## config.mk

```make
export PLATFORM = sky130hd
export DESIGN_NAME = mem_arb
export DESIGN_NICKNAME = d
export VERILOG_FILES = /design/src/rtl/mem_arb.sv
export SDC_FILE = /design/constraint.sdc
export NUM_CORES = 1
export LEC_CHECK = 0
export ABC_AREA = 1
export CAP_MARGIN = 40
export CORE_AREA = 2 2 97 99
export DETAILED_ROUTE_END_ITERATION = 16
export DIE_AREA = 0 0 99 101
export GPL_TIMING_DRIVEN = 0
export PLACE_DENSITY = 0.92
export SYNTH_ARGS = -nofsm -noshare
export SYNTH_HDL_FRONTEND = slang
export SYNTH_SLANG_ARGS = --single-unit
```

## constraint.sdc

```tcl
create_clock -name clk -period 2.58 [get_ports clk]
set_clock_uncertainty 0.05 [all_clocks]
set_input_delay 0.516 -clock clk [delete_from_list [all_inputs] [get_ports clk]]
set_output_delay 0.516 -clock clk [all_outputs]
set_load 0.05 [all_outputs]
```

## src/rtl/mem_arb.sv

```systemverilog
// mem_arb: four-port arbiter in front of a single 8-bit asynchronous RAM.
// Port 0 has absolute priority; ports 1..3 share a round-robin pointer.
module mem_arb #(
  parameter int ACC_CYC = 4,
  parameter int AW      = 23
) (
  input  logic            clk,
  input  logic            rst_n,
  input  logic [3:0]      req,
  input  logic [3:0]      we,
  input  logic [4*AW-1:0] addr,
  input  logic [31:0]     dati,
  output logic [3:0]      ack,
  output logic [7:0]      rdat,
  output logic            busy,
  output logic [AW-1:0]   ram_addr,
  output logic [7:0]      ram_dati,
  input  logic [7:0]      ram_dato,
  output logic            ram_ce,
  output logic            ram_oe,
  output logic            ram_we
);

  typedef enum logic [1:0] {
    IDLE,
    ACC,
    DONE
  } state_t;

  localparam logic [3:0] CNT_LD = 4'(ACC_CYC - 1);

  state_t     state;
  state_t     state_nx;
  logic [3:0] cnt;
  logic [1:0] rr_ptr;
  logic [1:0] win;
  logic [1:0] pick;
  logic       we_lat;

  function automatic logic [1:0] first3(
    input logic [3:0] r,
    input logic [1:0] a,
    input logic [1:0] b,
    input logic [1:0] c
  );
    if (r[a]) return a;
    else if (r[b]) return b;
    else return c;
  endfunction

  always_comb begin
    pick = 2'd0;
    if (!req[0]) begin
      unique case (rr_ptr)
        2'd1:    pick = first3(req, 2'd1, 2'd2, 2'd3);
        2'd2:    pick = first3(req, 2'd2, 2'd3, 2'd1);
        default: pick = first3(req, 2'd3, 2'd1, 2'd2);
      endcase
    end
  end

  always_comb begin
    state_nx = state;
    unique case (state)
      IDLE:    if (|req) state_nx = ACC;
      ACC:     if (cnt == 4'd0) state_nx = DONE;
      DONE:    state_nx = IDLE;
      default: state_nx = IDLE;
    endcase
  end

  always_ff @(posedge clk or negedge rst_n) begin
    if (!rst_n) begin
      state    <= IDLE;
      cnt      <= 4'd0;
      rr_ptr   <= 2'd1;
      win      <= 2'd0;
      we_lat   <= 1'b0;
      ram_addr <= '0;
      ram_dati <= 8'h00;
      rdat     <= 8'hFF;
    end else begin
      state <= state_nx;
      unique case (state)
        IDLE: begin
          if (|req) begin
            win      <= pick;
            we_lat   <= we[pick];
            ram_addr <= addr[pick*AW +: AW];
            ram_dati <= dati[pick*8 +: 8];
            cnt      <= CNT_LD;
          end
        end
        ACC: begin
          if (cnt != 4'd0) cnt <= cnt - 4'd1;
          else if (!we_lat) rdat <= ram_dato;
        end
        DONE: begin
          // a port-0 win leaves the background rotation untouched
          if (win != 2'd0)
            rr_ptr <= (win == 2'd3) ? 2'd1 : win + 2'd1;
        end
        default: ;
      endcase
    end
  end

  assign ram_ce = (state == ACC);
  assign ram_oe = ram_ce & ~we_lat;
  assign ram_we = ram_ce & we_lat;
  assign busy   = (state != IDLE);
  assign ack    = (state == DONE) ? (4'b0001 << win) : 4'b0000;

endmodule

```

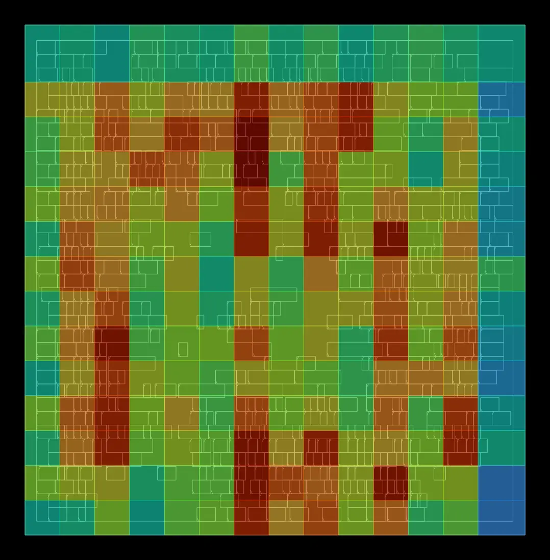
(run_1/congestion_map.png)
global routing usage on met3: 0.0617
GRT met2 Usage: 0.440

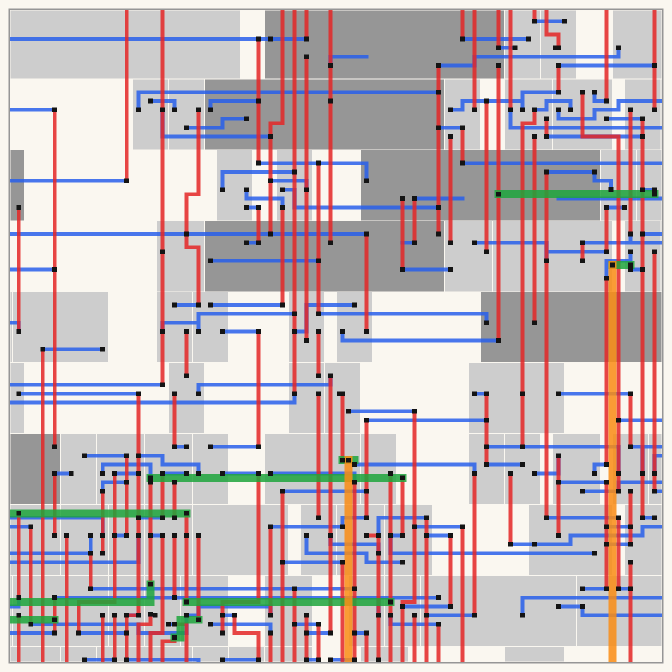
(run_1/closeup.png)
Region (62, 13) to (87, 38) um. Cells in gray, sequential cells in the stronger gray; small squares are vias.
legend:
  blue:
    layer: M1
  green:
    layer: M3
  orange:
    layer: M4
  red:
    layer: M2
cells with their middle in the window: 60
most frequent: nand2_1 (19), nand3_1 (8)
netlist names of flops here include: ram_addr (2), rr_ptr (2)
sequential cells in the window: 5

==> impl_metrics.csv, run 1 <==
group,metric,value,unit
finish,inverters,97,
setup_path,path_class,"reg -> out",
finish,antenna_cells,0,
detailed_routing,drt_iter0_drc,146,
finish,lay_top_cells,"182 x clkdlybuf4s50_1, 146 x nand2_1, 100 x nand3_1, 94 x inv_1, 41 x dfrtp_1",
clocking,hold_buffers,0,
clocking,numCtsBuffers,5,
finish,comb_area,1730,sq um
placed_design,place_congestion,0.899,
clocking,cts_root_buffer,"clkbuf_8",
finish,num-nets-final,859,
power_and_ir_drop,p_seq,1.46,mW
finish,regArea,1260,sq um
run_status,status,"complete, no violations",
finish,fill_cells,766,
setup_path,crit_end,"ram_we",
detailed_routing,drcViolationCount,0,
finish,fin_area,5660,sq um
power_and_ir_drop,p_int,3.09,mW
synthesis,ys_top_cells_by_count,"146 x nand2_1, 100 x nand3_1, 94 x inv_1, 41 x dfrtp_1, 34 x or2_1",
placed_design,dp_hpwl,9690,um
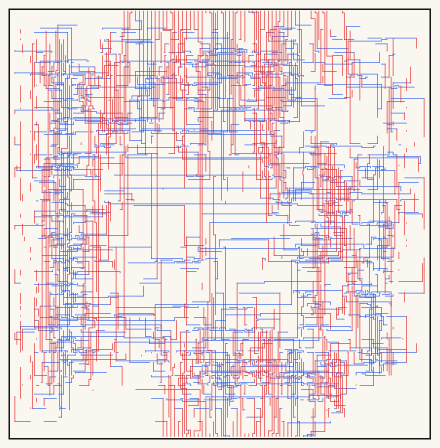
(run_1/layers.png)
Only two layers are drawn.
legend:
  blue:
    layer: M1
    wire_length: 4,400 um
  red:
    layer: M2
    wire_length: 6,290 um
Total GRT Usage: 0.237
final WL: 12,000 um
drt wl/cell: 14.7 um
via count: 4,061

==> run_1/floorplan.png <==
Scale bar: 20 um. Pins as bars on the die edge. Tap cells in gray.
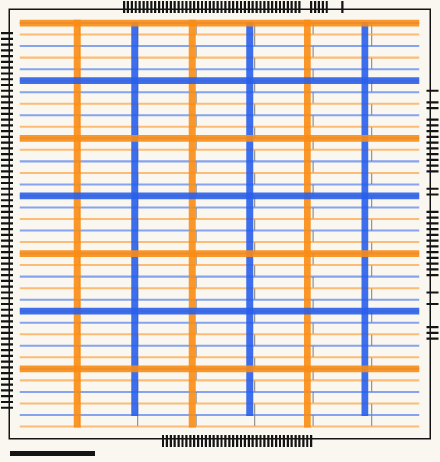

==> inputs of run 2 (changes only) <==
--- a/config.mk
+++ b/config.mk
@@ -11,7 +11,7 @@
 export DETAILED_ROUTE_END_ITERATION = 16
 export DIE_AREA = 0 0 99 101
 export GPL_TIMING_DRIVEN = 0
-export PLACE_DENSITY = 0.92
+export PLACE_DENSITY_LB_ADDON = 0.15
 export SYNTH_ARGS = -nofsm -noshare
 export SYNTH_HDL_FRONTEND = slang
 export SYNTH_SLANG_ARGS = --single-unit
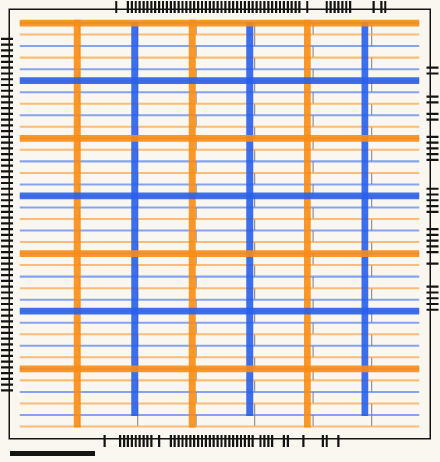
(run_2/floorplan.png)
Scale bar: 20 um. Pins as bars on the die edge. Tap cells in gray.
legend:
  blue:
    net: VDD
  orange:
    net: VSS
met1 rails: 36
signal pins: 189

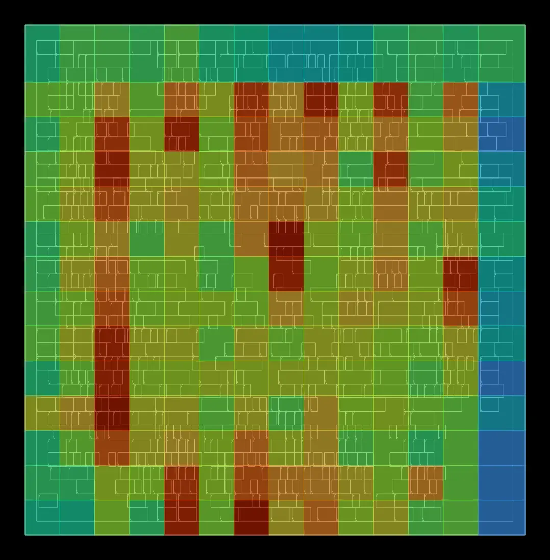
(run_2/congestion_map.png)
met1 usage: 0.262
drt wl/cell: 13.4 um

==> impl_metrics.csv, run 2 <==
group,metric,value,unit
clocking,cts_root_buffer,"clkbuf_8",
power_and_ir_drop,leakagePower,2.84,nW
finish,comb_share,0.306,
placed_design,place_congestion,0.863,
die,num_rows,35,
power_and_ir_drop,p_int,3.09,mW
grt,busiest_layer,"met2",
synthesis,mux_share,0.0258,
die,ios,189,
detailed_routing,vias,3832,
placed_design,dp_hpwl,8940,um
setup_path,cp-start-kind,"flop",
grt,grt_use_met3,0.0492,
power_and_ir_drop,p_seq,1.45,mW
clocking,ctsResizeCount,0,
finish,antenna_cells,0,
synthesis,synth_area,3490,sq um
placed_design,place_inst,813,
synthesis,ys_top_cells_by_count,"146 x nand2_1, 100 x nand3_1, 94 x inv_1, 41 x dfrtp_1, 34 x or2_1",
synthesis,ys_sh_adder,0.0287,
grt,grt_usage,0.219,
synthesis,synthTopLogicFamily,"simple AND/OR/NAND/NOR gates",
finish,clkCellAreaFrac,0.0193,
finish,reg_top3,"ram_addr x23, ram_dati x8, rdat x8",
setup_path,crit_end,"ack[2]",
detailed_routing,drt_iter0_drc,86,
finish,fin_area,5650,sq um
power_and_ir_drop,maxPowerGroup,"combinational logic",
power_and_ir_drop,power.density,1130,nW/um^2
setup_path,r2r-end,"ram_dati[0]",
clocking,hold_buffers,0,
clocking,numCtsBuffers,5,
finish,num-nets-final,859,
detailed_routing,routed_wl,11000,um
finish,regArea,1260,sq um
synthesis,ys_sh_simple,0.417,
grt,met2_usage,0.394,
synthesis,flop_cell,"dfrtp_1",
power_and_ir_drop,power.switching,3.31,mW
final_timing,tightestPinTransition,0.676,ns
setup_path,path_class,"reg -> out",
finish,fill_cells,829,
clocking,cts.sinks,50,
synthesis,synth_area_per_cell,6.81,sq um
detailed_routing,drcViolationCount,0,
run_status,status,"complete, no violations",
finish,inverters,97,
finish,lay_top_cells,"185 x clkdlybuf4s50_1, 146 x nand2_1, 100 x nand3_1, 94 x inv_1, 41 x dfrtp_1",
==> run_2/layers.png <==
Only two layers are drawn.
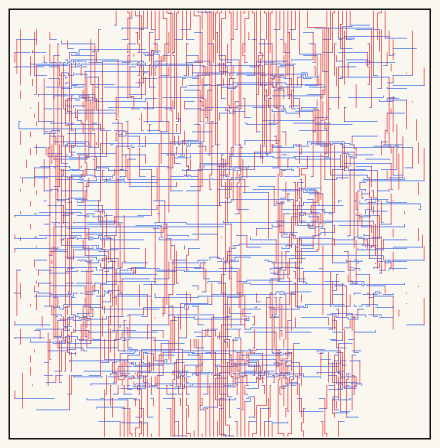

==> inputs of run 3 (changes only) <==
--- a/config.mk
+++ b/config.mk
@@ -7,9 +7,9 @@
 export LEC_CHECK = 0
 export ABC_AREA = 1
 export CAP_MARGIN = 40
-export CORE_AREA = 2 2 97 99
+export CORE_AREA = 5 5 100 102
 export DETAILED_ROUTE_END_ITERATION = 16
-export DIE_AREA = 0 0 99 101
+export DIE_AREA = 0 0 105 107
 export GPL_TIMING_DRIVEN = 0
 export PLACE_DENSITY_LB_ADDON = 0.15
 export SYNTH_ARGS = -nofsm -noshare
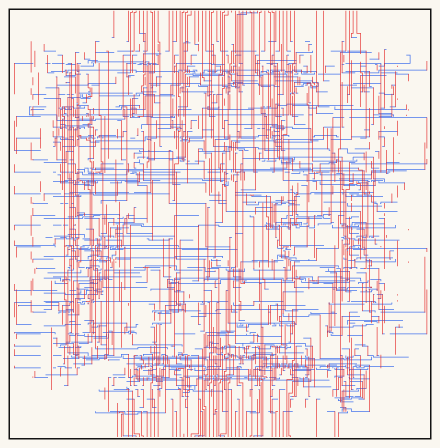
(run_3/layers.png)
Only two layers are drawn.
legend:
  blue:
    layer: M1
    wire_length: 4,560 um
  red:
    layer: M2
    wire_length: 6,040 um

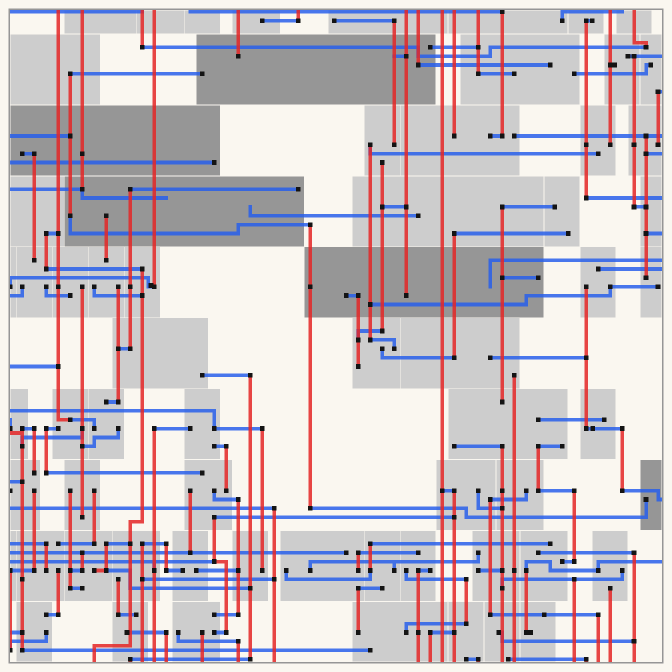
(run_3/closeup.png)
Region (66, 14) to (91, 39) um. Cells in gray, sequential cells in the stronger gray; small squares are vias.
legend:
  red:
    layer: M2
  blue:
    layer: M1
sequential cells in the window: 4
most frequent: nand2_1 (16), inv_1 (8), nand3_1 (5)
netlist names of flops here include: ram_dati (2)
cells with their middle in the window: 52

==> impl_metrics.csv, run 3 <==
group,metric,value,unit
run_status,status,"complete, no violations",
power_and_ir_drop,maxPowerGroup,"combinational logic",
detailed_routing,wire_per_inst,14.1,um
synthesis,flop_cell,"dfrtp_1",
setup_path,cp-start-kind,"flop",
power_and_ir_drop,power.switching,3.33,mW
synthesis,synthTopLogicFamily,"simple AND/OR/NAND/NOR gates",
clocking,numCtsBuffers,5,
finish,comb_share,0.306,
clocking,hold_buffers,0,
synthesis,mux_share,0.0258,
setup_path,r2r-end,"ram_addr[3]",
setup_path,path_class,"reg -> out",
clocking,cts_root_buffer,"clkbuf_8",
finish,num-nets-final,859,
clocking,cts.sinks,50,
grt,grt_use_met3,0.0548,
placed_design,dp_hpwl,9440,um
detailed_routing,drt_iter0_drc,128,
finish,regArea,1260,sq um
finish,clkCellAreaFrac,0.0193,
synthesis,synth_area_per_cell,6.81,sq um
